==> run_1/pins.png <==
Pins as bars across the die edge, other pins in gray.
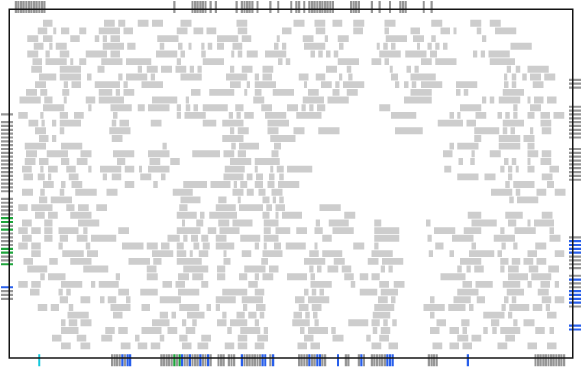
==> run_1/cell_classes.png <==
Fill, decap, tap and diode cells in gray.
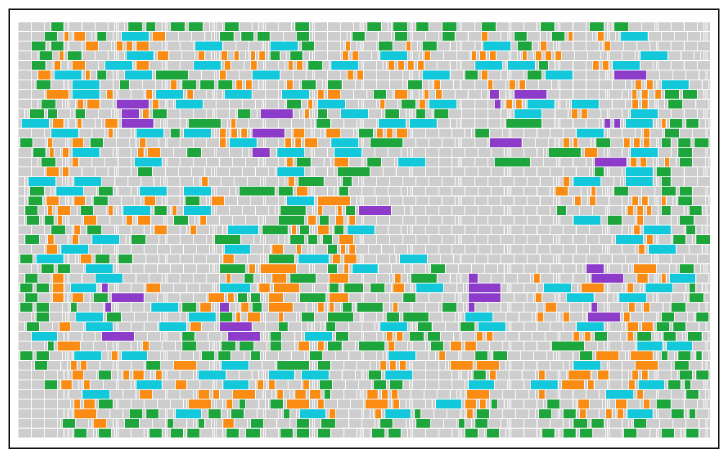
==> run_1/final_placement.png <==
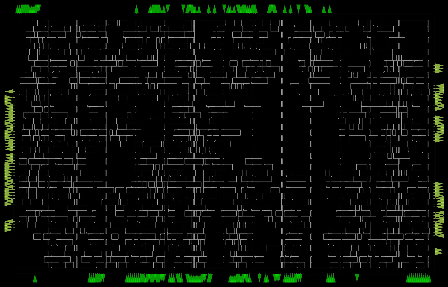
==> run_1/metal_stack.png <==
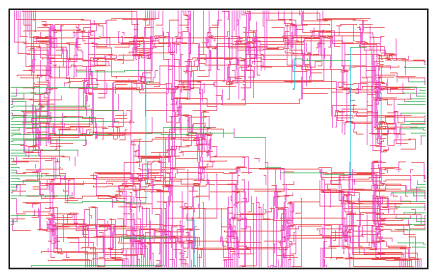
===== config.mk =====
export PLATFORM = sky130hd
export DESIGN_NAME = ram_port_arbiter
export DESIGN_NICKNAME = d
export VERILOG_FILES = /design/src/rtl/ram_arb_pkg.sv /design/src/rtl/rr_arb2.sv /design/src/rtl/ram_port_arbiter.sv
export SDC_FILE = /design/constraint.sdc
export NUM_CORES = 1
export LEC_CHECK = 0
export ABC_CLOCK_PERIOD_IN_PS = 1160
export CAP_MARGIN = 20
export CELL_PAD_IN_SITES_DETAIL_PLACEMENT = 1
export CELL_PAD_IN_SITES_GLOBAL_PLACEMENT = 2
export CORE_AREA = 2 2 197 121
export CTS_BUF_LIST = sky130_fd_sc_hd__clkbuf_8 sky130_fd_sc_hd__clkbuf_16
export DETAILED_ROUTE_END_ITERATION = 8
export DIE_AREA = 0 0 199 123
export PLACE_DENSITY_LB_ADDON = 0.1
export SLEW_MARGIN = 20
export SYNTH_ARGS = -nofsm -noshare
export SYNTH_HDL_FRONTEND = slang
export SYNTH_SLANG_ARGS = --single-unit

===== constraint.sdc =====
create_clock -name iCLK -period 1.16 [get_ports iCLK]
set_input_delay 0.348 -clock iCLK [delete_from_list [all_inputs] [get_ports iCLK]]
set_output_delay 0.348 -clock iCLK [all_outputs]
set_load 0.01 [all_outputs]

===== src/rtl/ram_arb_pkg.sv =====
// rtl/ram_arb_pkg.sv - shared encodings for the data-RAM port arbiter
package ram_arb_pkg;

    localparam logic [1:0] ST_IDLE  = 2'd0;
    localparam logic [1:0] ST_ISSUE = 2'd1;
    localparam logic [1:0] ST_WAIT  = 2'd2;

    localparam logic REQ_A = 1'b0;
    localparam logic REQ_B = 1'b1;

    localparam int unsigned RD_LAT_DEFAULT = 1;

    // Wide enough for RD_LAT-1 with RD_LAT up to 4.
    localparam int unsigned CNT_W = 2;

endpackage


===== src/rtl/rr_arb2.sv =====
// rtl/rr_arb2.sv - combinational two-way round-robin pick
module rr_arb2
    import ram_arb_pkg::*;
(
    input  logic [1:0] req,
    input  logic       last,
    output logic       win,
    output logic       valid
);

    always_comb begin
        valid = |req;
        win   = REQ_A;
        case (req)
            2'b01:   win = REQ_A;
            2'b10:   win = REQ_B;
            // On a tie the port that did not win last time goes first.
            2'b11:   win = ~last;
            default: win = REQ_A;
        endcase
    end

endmodule


===== src/rtl/ram_port_arbiter.sv =====
// rtl/ram_port_arbiter.sv - shares one data-RAM port between two requesters
module ram_port_arbiter
    import ram_arb_pkg::*;
#(
    parameter int unsigned ADDR_W = 8,
    parameter int unsigned DATA_W = 32,
    parameter int unsigned RD_LAT = RD_LAT_DEFAULT
) (
    input  logic              iCLK,
    input  logic              iRST_N,
    input  logic              iA_REQ,
    input  logic              iA_WR,
    input  logic [ADDR_W-1:0] iA_ADDR,
    input  logic [DATA_W-1:0] iA_WDATA,
    output logic              oA_GNT,
    output logic              oA_RVALID,
    output logic [DATA_W-1:0] oA_RDATA,
    input  logic              iB_REQ,
    input  logic              iB_WR,
    input  logic [ADDR_W-1:0] iB_ADDR,
    input  logic [DATA_W-1:0] iB_WDATA,
    output logic              oB_GNT,
    output logic              oB_RVALID,
    output logic [DATA_W-1:0] oB_RDATA,
    output logic              oRAM_CE,
    output logic              oRAM_RD,
    output logic              oRAM_WR,
    output logic [ADDR_W-1:0] oRAM_ADDR,
    output logic [DATA_W-1:0] oRAM_DATA,
    input  logic [DATA_W-1:0] iRAM_Q
);

    localparam logic [CNT_W-1:0] CNT_LOAD = CNT_W'(RD_LAT - 1);
    localparam logic [CNT_W-1:0] CNT_ONE  = CNT_W'(1);

    logic [1:0]        state_q, state_d;
    logic              last_q, last_d;
    logic              id_q, id_d;
    logic              wr_q, wr_d;
    logic [CNT_W-1:0]  cnt_q, cnt_d;

    logic              a_gnt_q, a_gnt_d;
    logic              b_gnt_q, b_gnt_d;
    logic              a_rvalid_q, a_rvalid_d;
    logic              b_rvalid_q, b_rvalid_d;
    logic [DATA_W-1:0] a_rdata_q, a_rdata_d;
    logic [DATA_W-1:0] b_rdata_q, b_rdata_d;
    logic              ram_ce_q, ram_ce_d;
    logic              ram_rd_q, ram_rd_d;
    logic              ram_wr_q, ram_wr_d;
    logic [ADDR_W-1:0] ram_addr_q, ram_addr_d;
    logic [DATA_W-1:0] ram_data_q, ram_data_d;

    logic              arb_win;
    logic              arb_valid;
    logic              sel_wr;
    logic [ADDR_W-1:0] sel_addr;
    logic [DATA_W-1:0] sel_wdata;

    rr_arb2 u_rr_arb2 (
        .req   ({iB_REQ, iA_REQ}),
        .last  (last_q),
        .win   (arb_win),
        .valid (arb_valid)
    );

    assign sel_wr    = (arb_win == REQ_B) ? iB_WR    : iA_WR;
    assign sel_addr  = (arb_win == REQ_B) ? iB_ADDR  : iA_ADDR;
    assign sel_wdata = (arb_win == REQ_B) ? iB_WDATA : iA_WDATA;

    // The command registers are loaded at the arbitration edge so that the
    // ISSUE cycle drives the RAM straight from flops.
    always_comb begin
        state_d    = state_q;
        last_d     = last_q;
        id_d       = id_q;
        wr_d       = wr_q;
        cnt_d      = cnt_q;
        a_rdata_d  = a_rdata_q;
        b_rdata_d  = b_rdata_q;
        a_gnt_d    = 1'b0;
        b_gnt_d    = 1'b0;
        a_rvalid_d = 1'b0;
        b_rvalid_d = 1'b0;
        ram_ce_d   = 1'b0;
        ram_rd_d   = 1'b0;
        ram_wr_d   = 1'b0;
        ram_addr_d = '0;
        ram_data_d = '0;

        case (state_q)
            ST_IDLE: begin
                if (arb_valid) begin
                    state_d    = ST_ISSUE;
                    last_d     = arb_win;
                    id_d       = arb_win;
                    wr_d       = sel_wr;
                    ram_ce_d   = 1'b1;
                    ram_wr_d   = sel_wr;
                    ram_rd_d   = ~sel_wr;
                    ram_addr_d = sel_addr;
                    ram_data_d = sel_wr ? sel_wdata : '0;
                    a_gnt_d    = (arb_win == REQ_A);
                    b_gnt_d    = (arb_win == REQ_B);
                end
            end
            ST_ISSUE: begin
                if (wr_q) begin
                    state_d = ST_IDLE;
                end else begin
                    state_d = ST_WAIT;
                    cnt_d   = CNT_LOAD;
                end
            end
            ST_WAIT: begin
                if (cnt_q == '0) begin
                    state_d = ST_IDLE;
                    if (id_q == REQ_A) begin
                        a_rdata_d  = iRAM_Q;
                        a_rvalid_d = 1'b1;
                    end else begin
                        b_rdata_d  = iRAM_Q;
                        b_rvalid_d = 1'b1;
                    end
                end else begin
                    cnt_d = cnt_q - CNT_ONE;
                end
            end
            default: begin
                state_d = ST_IDLE;
            end
        endcase
    end

    always_ff @(posedge iCLK) begin
        if (!iRST_N) begin
            state_q    <= ST_IDLE;
            last_q     <= REQ_B;
            id_q       <= REQ_A;
            wr_q       <= 1'b0;
            cnt_q      <= '0;
            a_gnt_q    <= 1'b0;
            b_gnt_q    <= 1'b0;
            a_rvalid_q <= 1'b0;
            b_rvalid_q <= 1'b0;
            a_rdata_q  <= '0;
            b_rdata_q  <= '0;
            ram_ce_q   <= 1'b0;
            ram_rd_q   <= 1'b0;
            ram_wr_q   <= 1'b0;
            ram_addr_q <= '0;
            ram_data_q <= '0;
        end else begin
            state_q    <= state_d;
            last_q     <= last_d;
            id_q       <= id_d;
            wr_q       <= wr_d;
            cnt_q      <= cnt_d;
            a_gnt_q    <= a_gnt_d;
            b_gnt_q    <= b_gnt_d;
            a_rvalid_q <= a_rvalid_d;
            b_rvalid_q <= b_rvalid_d;
            a_rdata_q  <= a_rdata_d;
            b_rdata_q  <= b_rdata_d;
            ram_ce_q   <= ram_ce_d;
            ram_rd_q   <= ram_rd_d;
            ram_wr_q   <= ram_wr_d;
            ram_addr_q <= ram_addr_d;
            ram_data_q <= ram_data_d;
        end
    end

    assign oA_GNT    = a_gnt_q;
    assign oB_GNT    = b_gnt_q;
    assign oA_RVALID = a_rvalid_q;
    assign oB_RVALID = b_rvalid_q;
    assign oA_RDATA  = a_rdata_q;
    assign oB_RDATA  = b_rdata_q;
    assign oRAM_CE   = ram_ce_q;
    assign oRAM_RD   = ram_rd_q;
    assign oRAM_WR   = ram_wr_q;
    assign oRAM_ADDR = ram_addr_q;
    assign oRAM_DATA = ram_data_q;

endmodule


==> qor_table.md, run 1 <==
| Group | Parameter | Value |
| --- | --- | --- |
| routing | Uppermost layer routed | met4 |
| global route | Initial antenna violation count | 0 |
| global route | GRT overflow | 0 |
| power | Net switching power of the design | 0.00280 W |
| clock network | Bufs on Longest Clock Path | 2 |
| floorplanning | Die footprint | 24,500 µm² |
| floorplanning | Share of the core filled by cells before placement | 0.187 |
| min path | Worst Hold Class | in2reg |
| critical path | Worst reg-to-reg path cell count | 7 |
| power | Overall power after layout | 0.0109 W |
| floorplanning | Core region area | 22,800 µm² |
| yosys | Most popular library cell in the synthesized design by count | sky130_fd_sc_hd__nand3_1 |
| yosys | Chip area from the yosys synthesis statistics | 4260 µm² |
| clock network | Maximum level of the CTS H-tree | 4 |
| routing | Via count | 4,542 |
| cells and area | Dominant logic cell types in the final layout | 114 x sky130_fd_sc_hd__clkdlybuf4s50_1, 99 x sky130_fd_sc_hd__buf_6, 97 x sky130_fd_sc_hd__dfxtp_2, 87 x sky130_fd_sc_hd__nand3_1, 53 x sky130_fd_sc_hd__o21ai_1 |
| yosys | EDFF count, synth | 0 |
| cells and area | Post-layout instance area | 8730 µm² |
| placed design | Pre-CTS WS | -0.585 ns |
| outcome | Status | complete, but fails checks |
| critical path | Internal reg-to-reg setup slack | -0.11 ns |
| clock network | Post-CTS Hold Buffers | 0 |
| cells and area | Combinational gate area | 2110 µm² |
| routing | Final wirelength | 18,800 µm |
| power | Switching share of power | 0.258 |
| yosys | Top cell types by occurrence after synthesis | 128 x sky130_fd_sc_hd__nand3_1, 118 x sky130_fd_sc_hd__dfxtp_1, 51 x sky130_fd_sc_hd__o21ai_0 |
| clock network | Cell at the root of the clock tree | sky130_fd_sc_hd__clkbuf_16 |
| yosys | Distinct cells, synth | 32 |
| final timing | Fraction of the cycle the final worst path needs | 1.10 |
| global route | GRT Total Usage | 0.144 |
| yosys | Syn Inst Count | 468 |
| critical path | Path length in cells of the critical path | 7 |
| critical path | Cell class contributing the biggest share of worst-path delay | buffers and inverters |
| clock network | Number of buffers created by CTS | 17 |
| cells and area | Signed area change from the synthesized netlist to the final layout | 105% |
| outcome | Failing checks | negative setup slack |
| critical path | Setup crit end | oB_RDATA[21]$_SDFFE_PN0P_ |
| placed design | Placed cell area | 7050 µm² |
| run | Max-cap check violation count | 0 |
| cells and area | # fillers | 2,504 |
| final timing | Count of endpoints failing hold in the final timing report | 0 |
| yosys | Netlist area before placement | 4260 µm² |
| cells and area | Most frequent logic cell in the layout | sky130_fd_sc_hd__clkdlybuf4s50_1 |
| yosys | Synth flops | 118 |
| clock network | Worst skew pair latency | 0.42 ns |
| final timing | Count of final max-slew check failures | 0 |
| yosys | Library cell occupying the most area in the post-synthesis netlist | sky130_fd_sc_hd__dfxtp_1 |
| critical path | Critical Path Fanout Max | 16 |
| yosys | Top flip-flop cell by instance count after synthesis | sky130_fd_sc_hd__dfxtp_1 |
| power | Clock share of power | 0.438 |
| min path | Sink of the worst hold path | last_q$_SDFFE_PN1P_ |
| yosys | Number of nets in the synthesized netlist | 587 |
| cells and area | Layout cells sized above 1 | 0.529 |
| critical path | Data arrival time of the worst path | 1.57 ns |
| global route | Number of global-route vias before repair | 4,549 |
| clock network | Clock tree from TritonCTS | built |
| critical path | Critical path start-end classification | reg2reg |
| critical path | Endpoint of the worst-slack reg-to-reg timing path | oB_RDATA[21]$_SDFFE_PN0P_ |
| final timing | Final min period | 1.27 ns |
| yosys | Portion of the post-synthesis area used by sequential elements | 0.554 |
| final timing | RSZ-0062 raised after global routing | true |
| critical path | CP Buf/Inv Count | 3 |
| routing | Routed wl met3 | 1210 µm |
| final timing | Worst Skew | 0.00704 ns |
| placed design | RD Place Congestion | 0.734 |
| yosys | Count of instantiated cells in the yosys netlist | 468 |
| final timing | PnR worst setup slack | -0.112 ns |
| critical path | Launch point of the critical path | cnt_q[0]$_SDFFE_PN0P_ |
| critical path | Cells traversed along the worst timing path | inv_2, ha_4, nand4b_1, buf_6, clkbuf_16, nand3_1, o21ai_1 |
| global route | Wire length of the first global-routing pass | 26,100 µm |
| routing | Count of TritonRoute iterations in the first routing pass | 4 |
| placed design | HPWL after detailed placement | 11,800 µm |
| cells and area | Flop area | 2490 µm² |
| final timing | Achievable Freq | 786 MHz |
| routing | Routed WL per cell | 17.7 µm |
| final timing | Slew margin rel. | 0.794 |
| yosys | Number of warning messages in the yosys log | 0 |
| power | Total power divided by cell area | 1240 nW/µm² |
| min path | Beginning of the worst hold path | iRST_N |
| yosys | Portion of synthesized cell area occupied by the leading cell type | 0.554 |
| critical path | Critical Path Max Stage Delay | 0.32 ns |
| critical path | Worst Setup Start Kind | register |
| clock network | Number of gates resized after cts | 637 |
| global route | Pin count of the biggest net entering global routing | 64 |
| cells and area | Final nets | 854 |
| routing | Detailed-route DRC error count | 0 |
| clock network | Setup fix buffers added after clock tree synthesis | 5 |
| final timing | Final number of setup-violating endpoints | 189 |
| cells and area | Diodes inserted | 0 |
| min path | Cell count of the worst hold path | 2 |
| critical path | Startpoint of the lowest-slack register-to-register path | cnt_q[0]$_SDFFE_PN0P_ |
| critical path | CP Data Required Time | 1.46 ns |
About pins.png:
- blue: oRAM_DATA (pins 32; direction output; edge 20 bottom, 11 right, 1 left)
- green: iA_ADDR (pins 8; direction input; edge 6 left, 2 bottom)
- cyan: iCLK (pins 1; direction input; edge bottom)
- all pins by edge: 90 bottom, 56 top, 42 left, 41 right

About cell_classes.png:
- green: other buffers and delay cells (cells 292; share of their area 38%)
- orange: all other logic (cells 306; share of their area 26%)
- purple: clock drivers and dummy loads (cells 30; share of their area 6.3%)
- cyan: flip-flops (cells 118; share of their area 30%)

About final_placement.png:
count of standard-cell rows: 43
Final Non-Filler Cells: 1,061

About metal_stack.png:
- red: met1 (wire length 8,640 µm)
- cyan: met4 (wire length 255 µm)
- green: met3 (wire length 1,210 µm)
- magenta: met2 (wire length 8,690 µm)

run 1: flip-flops by register name, summed over array words and instances, names as in the netlist, 2 cells and up:
signal and count:
oA_RDATA 32, cnt_q 2, oRAM_DATA 32, oB_RDATA 32, oRAM_ADDR 8, state_q 2
run 1: per-stage QoR:
stage / hold WS, ns / instances / utilization
floorplan: 0.441 / 468 / -
finish: 0.214 / 1061 / 0.383
global route: 0.229 / 1061 / 0.383
global placement: 0.447 / 998 / 0.310
detailed placement: 0.451 / 998 / 0.310
CTS: 0.187 / 1037 / 0.343
run 1: cell families after synthesis:
| group | Yosys count | share of synthesized area |
|---|---|---|
| flip-flops | 118 | 0.554 |
| AND/OR/NAND/NOR | 179 | 0.207 |
| adder cells (fa/ha/maj) | 1 | 0.00294 |
| AND-OR/OR-AND | 117 | 0.155 |
| multiplexers | 1 | 0.00235 |
| buffers and inverters | 52 | 0.0784 |
run 1: cell type report:
cell class / instances / share of cell area
repair buffers: 292 / 0.364
flip-flops and latches: 118 / 0.286
multi-input cells: 299 / 0.241
clock buffers: 20 / 0.0535
well taps: 315 / 0.0452
clock inverters: 10 / 0.00660
inverters: 7 / 0.00301
run 1: per-layer routing:
metal,global-route usage,vias up
li1,-,2191
met5,0,-
met3,0.0562,18
met2,0.216,108
met4,0.0504,0
met1,0.187,2225
run 1: power groups by stage:
stage | Clock [W] | Combinational, W | Sequential [W]
2_1_floorplan | 0 | 0.000465 | 0.00441
3_3_place_gp | 0 | 0.00144 | 0.00435
3_5_place_dp | 0 | 0.00146 | 0.00436
4_1_cts | 0.00490 | 0.00150 | 0.00430
5_1_grt | 0.00510 | 0.00192 | 0.00433
6_report | 0.00475 | 0.00179 | 0.00431
## Run 2: what changed since run 1
CTS_CLUSTER_SIZE = 40   (was default)
==> run 2 against run 1 <==
The flow still finishes with violations (negative setup slack). Clock power hardly changed. Clock skew is the same. Final area did not move. Register-to-register slack about the same.
==> qor_table.md, run 2 <==
| Group | Parameter | Value | vs previous |
| --- | --- | --- | --- |
| outcome | Status | complete, but fails checks |  |
| outcome | Failing checks | negative setup slack |  |
| cells and area | Signed area change from the synthesized netlist to the final layout | 105% | unchanged |
| min path | Beginning of the worst hold path | iRST_N |  |
| critical path | CP Data Required Time | 1.46 ns | about the same |
| yosys | Most popular library cell in the synthesized design by count | sky130_fd_sc_hd__nand3_1 |  |
| placed design | RD Place Congestion | 0.734 | unchanged |
| yosys | Number of warning messages in the yosys log | 0 | unchanged |
| final timing | RSZ-0062 raised after global routing | true |  |
| yosys | Area fraction in and, or, nand and nor cells | 0.207 | unchanged |
| clock network | Maximum level of the CTS H-tree | 4 | unchanged |
| cells and area | Post-layout instance area | 8730 µm² | unchanged |
| critical path | Startpoint of the lowest-slack register-to-register path | cnt_q[0]$_SDFFE_PN0P_ |  |
| yosys | Portion of synthesized cell area occupied by the leading cell type | 0.554 | unchanged |
| final timing | Slew margin rel. | 0.794 | unchanged |
| final timing | Final min period | 1.27 ns | unchanged |
| run | Number of warnings the tools reported | 29 |  |
| routing | Final wirelength | 18,800 µm | unchanged |
| yosys | AND-OR/OR-AND share of the synthesized area | 0.155 | unchanged |
| routing | Count of TritonRoute iterations in the first routing pass | 4 | unchanged |
| cells and area | Final Non-Filler Cells | 1,061 | unchanged |
| placed design | HPWL after detailed placement | 11,800 µm | unchanged |
| yosys | Post-synthesis async set-or-reset flop share | 0 |  |
| global route | Pin count of the biggest net entering global routing | 64 | unchanged |
| routing | Detailed-route DRC error count | 0 | unchanged |
| global route | GRT Total Usage | 0.144 | unchanged |
| yosys | EDFF count, synth | 0 | unchanged |
| global route | Initial antenna violation count | 0 | unchanged |
| yosys | Distinct cells, synth | 32 | unchanged |
| power | Highest-power group | clock |  |
| yosys | Top cell types by occurrence after synthesis | 128 x sky130_fd_sc_hd__nand3_1, 118 x sky130_fd_sc_hd__dfxtp_1, 51 x sky130_fd_sc_hd__o21ai_0 |  |
| critical path | Cells traversed along the worst timing path | inv_2, ha_4, nand4b_1, buf_6, clkbuf_16, nand3_1, o21ai_1 |  |
| yosys | Library cell occupying the most area in the post-synthesis netlist | sky130_fd_sc_hd__dfxtp_1 |  |
| floorplanning | Die footprint | 24,500 µm² | unchanged |
| power | Combinational power | 0.00179 W | about the same |
| power | Overall power after layout | 0.0109 W | unchanged |
| final timing | Fraction of the cycle the final worst path needs | 1.10 | unchanged |
| cells and area | Diodes inserted | 0 | unchanged |
| global route | Most Crowded Layer GR | met2 |  |
| min path | Sink of the worst hold path | last_q$_SDFFE_PN1P_ |  |
| final timing | Post-Route Hold Slack | 0.214 ns | unchanged |
| cells and area | Finished Core Util | 0.383 | unchanged |
| power | Total power divided by cell area | 1240 nW/µm² | unchanged |
| yosys | Syn Inst Count | 468 | unchanged |
| final timing | Achievable Freq | 786 MHz | unchanged |
| clock network | Number of buffers created by CTS | 17 | unchanged |
| critical path | Data arrival time of the worst path | 1.57 ns | about the same |
| placed design | Pre-CTS WS | -0.585 ns | unchanged |
| yosys | Number of nets in the synthesized netlist | 587 | unchanged |
| global route | GR Util met2 | 0.216 | unchanged |
| yosys | Netlist area before placement | 4260 µm² | unchanged |
| min path | Worst Hold Class | in2reg |  |
| power | Clock share of power | 0.438 | about the same |
| critical path | Worst reg-to-reg path cell count | 7 | unchanged |
| cells and area | Final nets | 854 | unchanged |
| yosys | Portion of the post-synthesis area used by sequential elements | 0.554 | unchanged |
| clock network | Worst skew pair latency | 0.42 ns | about the same |
| critical path | Worst Setup Start Kind | register |  |
| routing | Routed WL per cell | 17.7 µm | unchanged |
| power | Sequential cell power | 0.00431 W | about the same |
| yosys | Dominant combinational cell family by area after synthesis | simple AND/OR/NAND/NOR gates |  |
| final timing | Count of final max-slew check failures | 0 | unchanged |
| critical path | Critical Path Fanout Max | 16 | unchanged |
| min path | Cell count of the worst hold path | 2 | unchanged |
| power | Switching share of power | 0.258 | unchanged |
| power | Net switching power of the design | 0.00280 W | unchanged |
| floorplanning | Core region area | 22,800 µm² | unchanged |
| global route | Number of global-route vias before repair | 4,549 | unchanged |
| clock network | Post-CTS Hold Buffers | 0 | unchanged |
| yosys | Mux cell area share after synthesis | 0.00235 | unchanged |
| yosys | Count of instantiated cells in the yosys netlist | 468 | unchanged |
| yosys | Fraction of synthesized cell area in xor and xnor cells | 0 | unchanged |
| global route | GRT overflow | 0 | unchanged |
| cells and area | Most frequent logic cell in the layout | sky130_fd_sc_hd__clkdlybuf4s50_1 |  |
| final timing | Final number of setup-violating endpoints | 189 | unchanged |
| global route | Met3 Resource Use GR | 0.0562 | unchanged |
| placed design | Placed Cells | 998 | unchanged |
| floorplanning | Share of the core filled by cells before placement | 0.187 | unchanged |
| clock network | Cell at the root of the clock tree | sky130_fd_sc_hd__clkbuf_16 |  |
| placed design | Placed cell area | 7050 µm² | unchanged |
| floorplanning | Count of standard-cell rows | 43 | unchanged |
| yosys | Top flip-flop cell by instance count after synthesis | sky130_fd_sc_hd__dfxtp_1 |  |
| clock network | Clock tree from TritonCTS | built |  |
| global route | Wire length of the first global-routing pass | 26,100 µm | unchanged |
| run | Max-cap check violation count | 0 | unchanged |
| clock network | Bufs on Longest Clock Path | 2 | unchanged |
| routing | Via count | 4,542 | unchanged |
| cells and area | Layout cells sized above 1 | 0.529 | unchanged |
| yosys | Post-Synth Adder-Cell Area | 0.00294 | unchanged |
| yosys | Chip area from the yosys synthesis statistics | 4260 µm² | unchanged |
| critical path | Critical Path Max Stage Delay | 0.32 ns | about the same |
| routing | First-iteration detailed-routing DRC count | 91 |  |
| final timing | Worst Skew | 0.00704 ns | unchanged |
| final timing | PnR worst setup slack | -0.112 ns | unchanged |
| critical path | Endpoint of the worst-slack reg-to-reg timing path | oB_RDATA[21]$_SDFFE_PN0P_ |  |
| global route | Met1 usage | 0.187 | unchanged |
| power | Clock network power | 0.00475 W | about the same |
| final timing | Count of endpoints failing hold in the final timing report | 0 | unchanged |
| critical path | Critical path start-end classification | reg2reg |  |
| cells and area | Dominant logic cell types in the final layout | 114 x sky130_fd_sc_hd__clkdlybuf4s50_1, 99 x sky130_fd_sc_hd__buf_6, 97 x sky130_fd_sc_hd__dfxtp_2, 87 x sky130_fd_sc_hd__nand3_1, 53 x sky130_fd_sc_hd__o21ai_1 |  |
| yosys | Synth flops | 118 | unchanged |
run 2: final cells by class:
class	count	area, µm²
Inverter	7	26.3
Clock buffer	20	467
Multi-Input combinational cell	299	2110
Tap cell	315	394
Sequential cell	118	2490
Clock inverter	10	57.6
Fill cell	2504	14000
Timing Repair Buffer	292	3180
run 2: routing by layer:
layer	share of wire	vias up
met4	0.014	0
met2	0.46	108
met1	0.46	2225
li1	-	2191
met5	0	-
met3	0.064	18
run 2: how the worst max path moves through the flow:
stage	startpoint	endpoint	slack (ns)	cells past startpoint
global route	cnt_q[0]$_SDFFE_PN0P_	oA_RDATA[24]$_SDFFE_PN0P_	-0.16	7
global placement	iA_REQ	oRAM_ADDR[2]$_SDFF_PN0_	-0.55	4
CTS	cnt_q[1]$_SDFFE_PN0P_	oB_RDATA[10]$_SDFFE_PN0P_	-0.14	7
detailed placement	iA_REQ	oRAM_ADDR[2]$_SDFF_PN0_	-0.59	4
floorplan	cnt_q[0]$_SDFFE_PN0P_	oA_RDATA[24]$_SDFFE_PN0P_	-0.007	7
finish	cnt_q[0]$_SDFFE_PN0P_	oB_RDATA[21]$_SDFFE_PN0P_	-0.11	7
run 2: what timing repair did:
| item | in CTS | in global routing |
|---|---|---|
| buffers inserted | 5 | 19 |
| gates resized | 637 | 158 |
| setup endpoints to repair | 223 | 210 |
| pin swaps | 4 | 52 |
| gates cloned | 4 | 7 |
run 2: cell families (layout without fill, tap and decap cells):
kind of cell	after synthesis	in the layout
compound gates	117	118
simple gates	179	179
mux	1	1
fa+ha+maj	1	1
buf+inv	52	329
flops	118	118
run 2: critical path: cells and delay by family (launching register included):
family,cells,cell delay (ns)
and+or+nand+nor,2,0.20
buffers and inverters,3,0.42
adders and majority gates,1,0.16
AOI/OAI and AO/OA,1,0.07
DFF,1,0.32
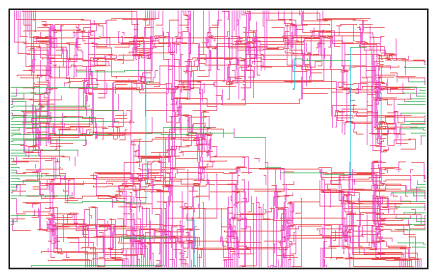
(run_2/metal_stack.png)
- cyan: met4 (wire length 255 µm)
- magenta: met2 (wire length 8,690 µm)
- green: met3 (wire length 1,210 µm)
- red: met1 (wire length 8,640 µm)

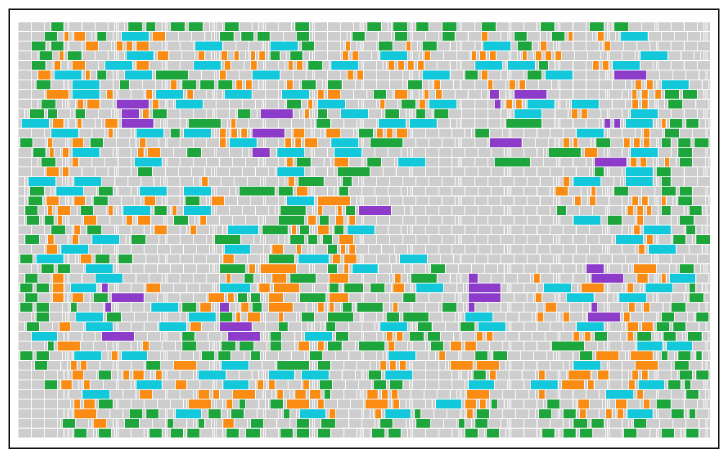
(run_2/cell_classes.png)
Fill, decap, tap and diode cells in gray.
- orange: all other logic (cells 306; share of their area 26%)
- purple: clock drivers and dummy loads (cells 30; share of their area 6.3%)
- cyan: flip-flops (cells 118; share of their area 30%)
- green: other buffers and delay cells (cells 292; share of their area 38%)

Power and IR drop assume default switching activity.
